<file path="config.mk">
export PLATFORM = sky130hd
export DESIGN_NAME = pipe_skid_stage
export DESIGN_NICKNAME = d
export VERILOG_FILES = /design/src/rtl/core_pkg.sv /design/src/rtl/pipe_payload_reg.sv /design/src/rtl/pipe_skid_stage.sv
export SDC_FILE = /design/constraint.sdc
export NUM_CORES = 1
export LEC_CHECK = 0
export ABC_AREA = 1
export CAP_MARGIN = 20
export CORE_MARGIN = 1.5
export CORE_UTILIZATION = 47
export CTS_CLUSTER_DIAMETER = 100
export DETAILED_ROUTE_END_ITERATION = 8
export GPL_TIMING_DRIVEN = 0
export PLACE_DENSITY = 0.77
export SLEW_MARGIN = 0
export SYNTH_ARGS = -nofsm -noshare
export SYNTH_HDL_FRONTEND = slang
export SYNTH_SLANG_ARGS = --single-unit
</file>
<file path="constraint.sdc">
create_clock -name clk -period 2.4 [get_ports clk]
set_input_delay 0.36 -clock clk [delete_from_list [all_inputs] [get_ports clk]]
set_output_delay 0.36 -clock clk [all_outputs]
set_load 0.02 [all_outputs]
</file>
<file path="src/rtl/core_pkg.sv">
// Shared core definitions.
// pipe_state_e : fill state of an elastic pipeline stage.
// occ_of_state : number of payload entries held in a given state.
package core_pkg;

  typedef enum logic [1:0] {
    PS_EMPTY = 2'd0,
    PS_FULL  = 2'd1,
    PS_SKID  = 2'd2
  } pipe_state_e;

  function automatic logic [1:0] occ_of_state(input pipe_state_e s);
    case (s)
      PS_FULL: return 2'd1;
      PS_SKID: return 2'd2;
      default: return 2'd0;
    endcase
  endfunction

endpackage

</file>
<file path="src/rtl/pipe_payload_reg.sv">
// Payload holding register for one pipeline slot.
// Ports:
//   clk   - clock, rising edge
//   rst   - asynchronous active-high reset, clears the payload
//   clr_i - synchronous clear (honoured only when CLEAR_ON_FLUSH != 0)
//   ld_i  - load enable; the payload is held whenever it is low
//   d_i   - next payload
//   q_o   - held payload
module pipe_payload_reg #(
  parameter int PAYLOAD_W      = 32,
  parameter int CLEAR_ON_FLUSH = 1
) (
  input  logic                 clk,
  input  logic                 rst,
  input  logic                 clr_i,
  input  logic                 ld_i,
  input  logic [PAYLOAD_W-1:0] d_i,
  output logic [PAYLOAD_W-1:0] q_o
);

  logic [PAYLOAD_W-1:0] data_q;

  always_ff @(posedge clk or posedge rst) begin
    if (rst) begin
      data_q <= '0;
    end else if (clr_i && (CLEAR_ON_FLUSH != 0)) begin
      data_q <= '0;
    end else if (ld_i) begin
      data_q <= d_i;
    end
  end

  assign q_o = data_q;

endmodule

</file>
<file path="src/rtl/pipe_skid_stage.sv">
// Elastic pipeline register with valid/ready handshake, flush-to-bubble and an
// optional skid slot so that in_ready is a pure flop output when SKID_EN=1.
// Ports:
//   clk, rst            - clock and asynchronous active-high reset
//   flush               - discard all held entries at the next edge
//   in_valid/in_ready   - upstream handshake, in_data is the payload
//   out_valid/out_ready - downstream handshake, out_data is the head payload
//   occupancy           - entries held (0..2)
//   stall_cycles        - saturating count of cycles with out_valid && !out_ready
module pipe_skid_stage
  import core_pkg::*;
#(
  parameter int PAYLOAD_W      = 32,
  parameter int SKID_EN        = 1,
  parameter int CLEAR_ON_FLUSH = 1,
  parameter int CNT_W          = 16
) (
  input  logic                 clk,
  input  logic                 rst,
  input  logic                 flush,
  input  logic                 in_valid,
  output logic                 in_ready,
  input  logic [PAYLOAD_W-1:0] in_data,
  output logic                 out_valid,
  input  logic                 out_ready,
  output logic [PAYLOAD_W-1:0] out_data,
  output logic [1:0]           occupancy,
  output logic [CNT_W-1:0]     stall_cycles
);

  pipe_state_e          state_q, state_d;
  logic [1:0]           occ_q;
  logic [CNT_W-1:0]     stall_q;
  logic                 in_fire, out_fire;
  logic                 main_ld, main_from_skid, skid_ld;
  logic [PAYLOAD_W-1:0] main_q, main_d, skid_q;

  function automatic logic [CNT_W-1:0] sat_inc(input logic [CNT_W-1:0] v);
    return (&v) ? v : v + {{(CNT_W-1){1'b0}}, 1'b1};
  endfunction

  // State register, occupancy and stall counter
  always_ff @(posedge clk or posedge rst) begin
    if (rst) begin
      state_q <= PS_EMPTY;
      occ_q   <= 2'd0;
      stall_q <= '0;
    end else begin
      state_q <= state_d;
      occ_q   <= occ_of_state(state_d);
      if (out_valid && !out_ready) begin
        stall_q <= sat_inc(stall_q);
      end
    end
  end

  // Handshake outputs. Without a skid slot a full stage can only accept when
  // the head leaves this cycle, so out_ready passes straight to in_ready.
  always_comb begin
    out_valid = (state_q != PS_EMPTY);
    if (SKID_EN != 0) begin
      in_ready = (state_q != PS_SKID);
    end else begin
      in_ready = (state_q == PS_EMPTY) || out_ready;
    end
  end

  assign in_fire  = in_valid && in_ready;
  assign out_fire = out_valid && out_ready;

  // Next state and slot load enables; flush wins over every transfer.
  always_comb begin
    state_d        = state_q;
    main_ld        = 1'b0;
    main_from_skid = 1'b0;
    skid_ld        = 1'b0;
    if (flush) begin
      state_d = PS_EMPTY;
    end else begin
      case (state_q)
        PS_EMPTY: begin
          if (in_fire) begin
            state_d = PS_FULL;
            main_ld = 1'b1;
          end
        end
        PS_FULL: begin
          if (in_fire && out_fire) begin
            main_ld = 1'b1;
          end else if (in_fire && (SKID_EN != 0)) begin
            state_d = PS_SKID;
            skid_ld = 1'b1;
          end else if (out_fire) begin
            state_d = PS_EMPTY;
          end
        end
        PS_SKID: begin
          if (out_fire) begin
            state_d        = PS_FULL;
            main_ld        = 1'b1;
            main_from_skid = 1'b1;
          end
        end
        default: state_d = PS_EMPTY;
      endcase
    end
  end

  assign main_d = main_from_skid ? skid_q : in_data;

  pipe_payload_reg #(
    .PAYLOAD_W      (PAYLOAD_W),
    .CLEAR_ON_FLUSH (CLEAR_ON_FLUSH)
  ) u_main (
    .clk   (clk),
    .rst   (rst),
    .clr_i (flush),
    .ld_i  (main_ld),
    .d_i   (main_d),
    .q_o   (main_q)
  );

  generate
    if (SKID_EN != 0) begin : g_skid
      pipe_payload_reg #(
        .PAYLOAD_W      (PAYLOAD_W),
        .CLEAR_ON_FLUSH (CLEAR_ON_FLUSH)
      ) u_skid (
        .clk   (clk),
        .rst   (rst),
        .clr_i (flush),
        .ld_i  (skid_ld),
        .d_i   (in_data),
        .q_o   (skid_q)
      );
    end else begin : g_no_skid
      logic unused_skid_ld;
      assign unused_skid_ld = skid_ld;
      assign skid_q         = '0;
    end
  endgenerate

  assign out_data     = main_q;
  assign occupancy    = occ_q;
  assign stall_cycles = stall_q;

endmodule

</file>
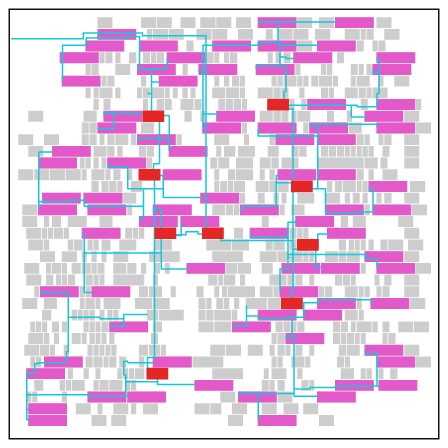
run_1/clock_map.png
Cyan marks clock wires, length 1070 µm. Red marks cells driving clock nets, count 9. Magenta marks flip-flops, count 84.
Position of the flops: all over the die. There are 10 routed clock nets.

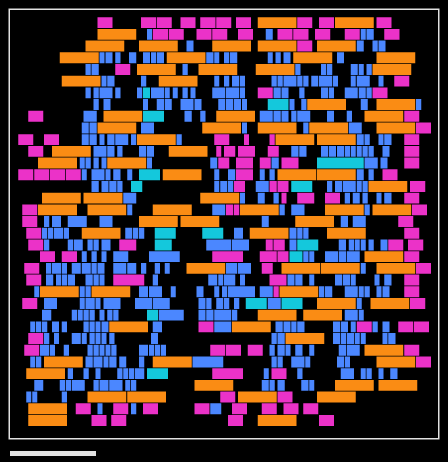
run_1/cell_classes.png
Bar = 20 µm.
Magenta marks other buffers and delay cells, cells 117, share of their area 21%. Cyan marks clock drivers and dummy loads, cells 16, share of their area 3.8%. Orange marks flip-flops, cells 84, share of their area 38%. Blue marks all other logic, cells 407, share of their area 37%.

==> summary.txt, run 1 <==
flow finished, numbers: status=finished, final reports clean, post-layout min period=1.98 ns, largest net degree at the start of global routing=43, Root Driver=clkbuf_8, initial antenna violation count=0, Top-Level Pins=89, Setup TNS Final=0 ns, final setup vio count=0, Rel. slew slack=64.6%, Main synth FF type=dfrtp_1, Area Overhead vs Synth=29.0%, Worst setup EP type=output port, hold crit path type=input port to asynchronous set/reset pin, Async S/R FF share, synth=100%, Synth area leader=dfrtp_1, vias in the first global route=3737, chip area=9900 µm², RSZ-0062 raised after global routing=no, initial DRC count=154, FILL cells=811, Post-synth EDFFs=0, OpenROAD warnings=26, mean post-synth cell area=8.45 µm², standard-cell rows=35, input/output buffers=88, Die H=99.5 µm, synth top area cells=dfrtp_1 48%, nand2_1 13%, nand3_1 7.7%, Antenna Nets Post-Route=0, Yosys Chip Area=4380 µm², # Max-Cap Violations=0, Final Cycle Share=82.7%, floorplan core density=47.8%, DRC=0, Synth Cell Area=4380 µm², peak supply drop=0.000497 V, post-CTS setup buffers=0, ANT cells=0, CTS tree=built
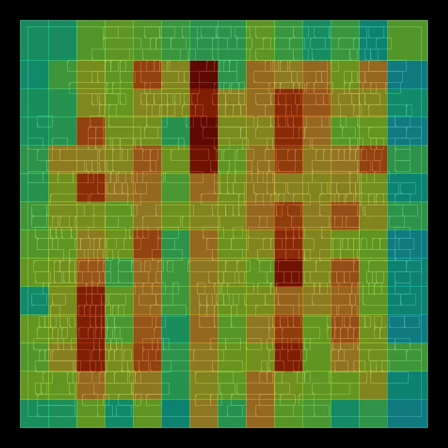
run_1/final_congestion.png
total track usage: 22.5%
Avg WL per Cell: 14.0 µm
met1 Use GR: 30.2%
met3 usage: 3.02%
gr busiest metal: met2

run 1: Yosys cell counts (all sizes together), types with 2 or more instances:
cell	instances
o21ai	76
inv	50
dfrtp	84
nor2	23
a211oi	2
clkbuf	6
nand4	4
nand3	69
buf	21
nor3	3
xnor2	6
nand2	171
run 1: logic make-up (layout without fill, tap and decap cells):
logic type	Yosys count	after routing	synth area share, %
fa+ha+maj	1	1	0.286
xor+xnor	7	7	1.40
buf+inv	77	183	9.21
compound gates	79	79	12.5
simple gates	270	270	28.6
flops	84	84	48.0
run 1: flip-flops by register name, summed over array words and instances (netlist names):
register / count
stall_cycles: 16
u_main.q_o: 32
g_skid.u_skid.q_o: 32
state_q: 2
occupancy: 2
run 1: critical path: stages (launching register included):
cell and delay, ns:
dfrtp_1 0.42, inv_2 0.13, nor2_4 0.07, inv_1 0.07, clkdlybuf4s50_1 0.59
run 1: where the power goes:
| group | leakage, nW | switching (W) | total [W] | internal [W] |
|---|---|---|---|---|
| combinational | 1.33 | 0.000457 | 0.000820 | 0.000363 |
| clock | 0.101 | 0.000550 | 0.00107 | 0.000519 |
| sequential | 1.14 | 0.000109 | 0.00163 | 0.00152 |
run 1: worst max-delay path by stage:
stage	cells after the start	startpoint	slack (ns)	endpoint
2_1_floorplan	9	stall_cycles[0]	0.77	stall_cycles[5]
3_3_place_gp	2	rst	0.10	u_main.q_o[0]
3_5_place_dp	6	flush	0.38	g_skid.u_skid.q_o[5]
4_1_cts	4	state_q[1]	0.38	in_ready
5_1_grt	4	state_q[1]	0.34	in_ready
6_report	4	state_q[1]	0.42	in_ready
run 1: per-layer routing:
| layer | vias to the layer above | part of all wire [%] | global-route usage, % |
|---|---|---|---|
| met5 | - | 0 | 0 |
| met4 | 0 | 1.5 | 9.43 |
| met3 | 12 | 5.2 | 3.02 |
| met2 | 121 | 50 | 37.0 |
| met1 | 1847 | 43 | 30.2 |
| li1 | 1863 | - | - |
run 1: area by class of cell:
class	instances	area, µm²	area share, %
Buffer	27	215	3.81
Clock buffer	10	138	2.44
Clock inverter	6	70.1	1.24
Inverter	50	191	3.39
Multi-Input combinational cell	357	1870	33.1
Sequential cell	84	2100	37.2
Tap cell	111	139	2.46
Timing Repair Buffer	90	921	16.3
run 1: stage by stage:
stage          hold slack, ns  cell area [µm²]  total power, W  setup WS, ns  std cells
2_1_floorplan           0.432             4380         0.00211         0.766        518
3_3_place_gp            0.490             5400         0.00245         0.101        717
3_5_place_dp            0.493             5440         0.00248         0.380        719
4_1_cts                 0.310             5650         0.00354         0.382        735
5_1_grt                 0.341             5650         0.00369         0.336        735
6_report                0.309             5650         0.00352         0.415        735
==> inputs of run 2 (changes only) <==
--- a/config.mk
+++ b/config.mk
@@ -12,7 +12,7 @@
 export CTS_CLUSTER_DIAMETER = 100
 export DETAILED_ROUTE_END_ITERATION = 8
 export GPL_TIMING_DRIVEN = 0
-export PLACE_DENSITY = 0.77
+export PLACE_DENSITY = 0.74
 export SLEW_MARGIN = 0
 export SYNTH_ARGS = -nofsm -noshare
 export SYNTH_HDL_FRONTEND = slang
==> constraint.sdc (replaced) <==
create_clock -name clk -period 2 [get_ports clk]
set_input_delay 0.3 -clock clk [delete_from_list [all_inputs] [get_ports clk]]
set_output_delay 0.3 -clock clk [all_outputs]
set_load 0.02 [all_outputs]
==> summary.txt, run 2 <==
flow finished, numbers: Die H=99.5 µm (unchanged), Max stage delay on crit path=0.62 ns (+0.03 ns), chip area=9900 µm² (unchanged), input/output buffers=88 (unchanged), CP max-delay cell=clkdlybuf4s50_1, worst setup margin=0.0927 ns (-0.323 ns), initial antenna violation count=0 (unchanged), hold_ws=0.370 ns (+0.0610 ns), Avg WL per Cell=14.2 µm (+1.2%), top cells by count=156 x nand2_1, 84 x dfrtp_1, 67 x nand3_1, 44 x inv_1, 33 x o21ai_2, OpenROAD warnings=26 (unchanged), floorplan core density=47.8% (unchanged), hold crit path type=input port to asynchronous set/reset pin, ANT cells=0 (unchanged), Area Overhead vs Synth=29.4%, initial DRC count=137 (-11%), share of power burned in registers=45.5% (-0.8 points), Root Driver=clkbuf_8, Worst setup EP type=output port, Setup TNS Final=0 ns (unchanged), Antenna Nets Post-Route=0 (unchanged), DRC=0 (unchanged), mean post-synth cell area=8.45 µm² (unchanged), Place WS=0.0663 ns (-0.313 ns), Hold Fails Final Rpt=0, Post-synth EDFFs=0 (unchanged), peak supply drop=0.000539 V (+8.4%), vias in the first global route=3742 (+0.13%), Async S/R FF share, synth=100% (unchanged), post-CTS setup buffers=0 (unchanged), largest net degree at the start of global routing=32 (-26%), top-count cell post-synth=nand2_1, design area=5670 µm² (+0.31%), Net Sw Frac=30.5% (-1.2 points), Main synth FF type=dfrtp_1, switching power=0.00131 W (+18%), DRT Pass-1 Iters=4, Top-Level Pins=89 (unchanged), Clock power frac=31.8% (+1.4 points), Synth Cell Area=4380 µm² (unchanged), post-layout min period=1.91 ns, internal power=0.00300 W (+25%), status=finished, final reports clean, # Max-Cap Violations=0 (unchanged), worst-path cell chain=inv_2 > nand2_4 > clkdlybuf4s50_1, Yosys Chip Area=4380 µm² (unchanged), die width=99.5 µm, Rel. slew slack=57.5% (-7.1 points), Final Cycle Share=95.4%, RSZ-0062 raised after global routing=no, DP Area=5440 µm² (unchanged), Tot Pwr=0.00431 W (+23%), standard-cell rows=35 (unchanged), Synth area leader=dfrtp_1
## run 2: cell counts after synthesis
No cell type changed its count.
## run 2: kinds of logic after synthesis
kind of cell,after synthesis,synth area share [%]
flip-flops,84,48.0
adder cells (fa/ha/maj),1,0.286
AND-OR/OR-AND,79,12.5
XOR/XNOR,7,1.40
AND/OR/NAND/NOR,270,28.6
buffers and inverters,77,9.21
## run 2: layout make-up
cell class	count	area, µm²
inverter	50	191
clock buffer	10	138
timing repair buffer	90	923
sequential	84	2100
clock inverter	5	85.1
fill	784	3490
buffer	27	215
tap	111	139
multi-input combinational	357	1870
## run 2: power by group through the flow
| stage | Combinational (W) | Clock, W | Sequential (W) |
|---|---|---|---|
| 2_1_floorplan | 0.000425 | 0 | 0.00210 |
| 3_3_place_gp | 0.000958 | 0 | 0.00199 |
| 3_5_place_dp | 0.000987 | 0 | 0.00199 |
| 4_1_cts | 0.000993 | 0.00140 | 0.00196 |
| 5_1_grt | 0.00107 | 0.00150 | 0.00198 |
| 6_report | 0.000980 | 0.00137 | 0.00196 |
## run 2: metal layers
layer	vias up	global-route usage, %	routed length, µm
met5	-	0	0
met4	0	6.50	125
met3	10	4.92	372
met2	75	38.9	5200
met1	1839	30.6	4720
li1	1860	-	-
## run 2: worst paths after layout
path	from	cells after the start	slack [ns]	endpoint
setup / recovery	state_q[0]	3	0.09	out_valid
hold reg to reg	u_main.q_o[15]	2	0.51	u_main.q_o[15]
min in group clk	u_main.q_o[15]	2	0.51	u_main.q_o[15]
hold / removal	rst	2	0.37	u_main.q_o[30]
setup reg to reg	stall_cycles[0]	9	0.30	stall_cycles[15]
max in group asynchronous	rst	3	1.08	g_skid.u_skid.q_o[1]
## run 2: metrics by stage
step	utilization [%]	cells
6_report	61.9	734
3_5_place_dp	59.4	719
4_1_cts	61.9	734
2_1_floorplan	-	518
5_1_grt	61.9	734
3_3_place_gp	59.0	717
## run 2: worst max-delay path, delay by kind of cell, from the launching register on
family,cells,cell delay [ns]
flops,1,0.47
buf+inv,2,0.70
simple gates,1,0.09
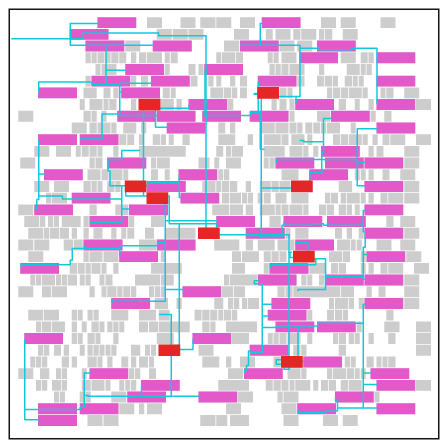
run_2/clock_map.png
Clk Latency, worst-skew pair: 0.35 ns
P_clk: 0.00137 W

No activity file was given, so power comes from the tool's default toggle rates.
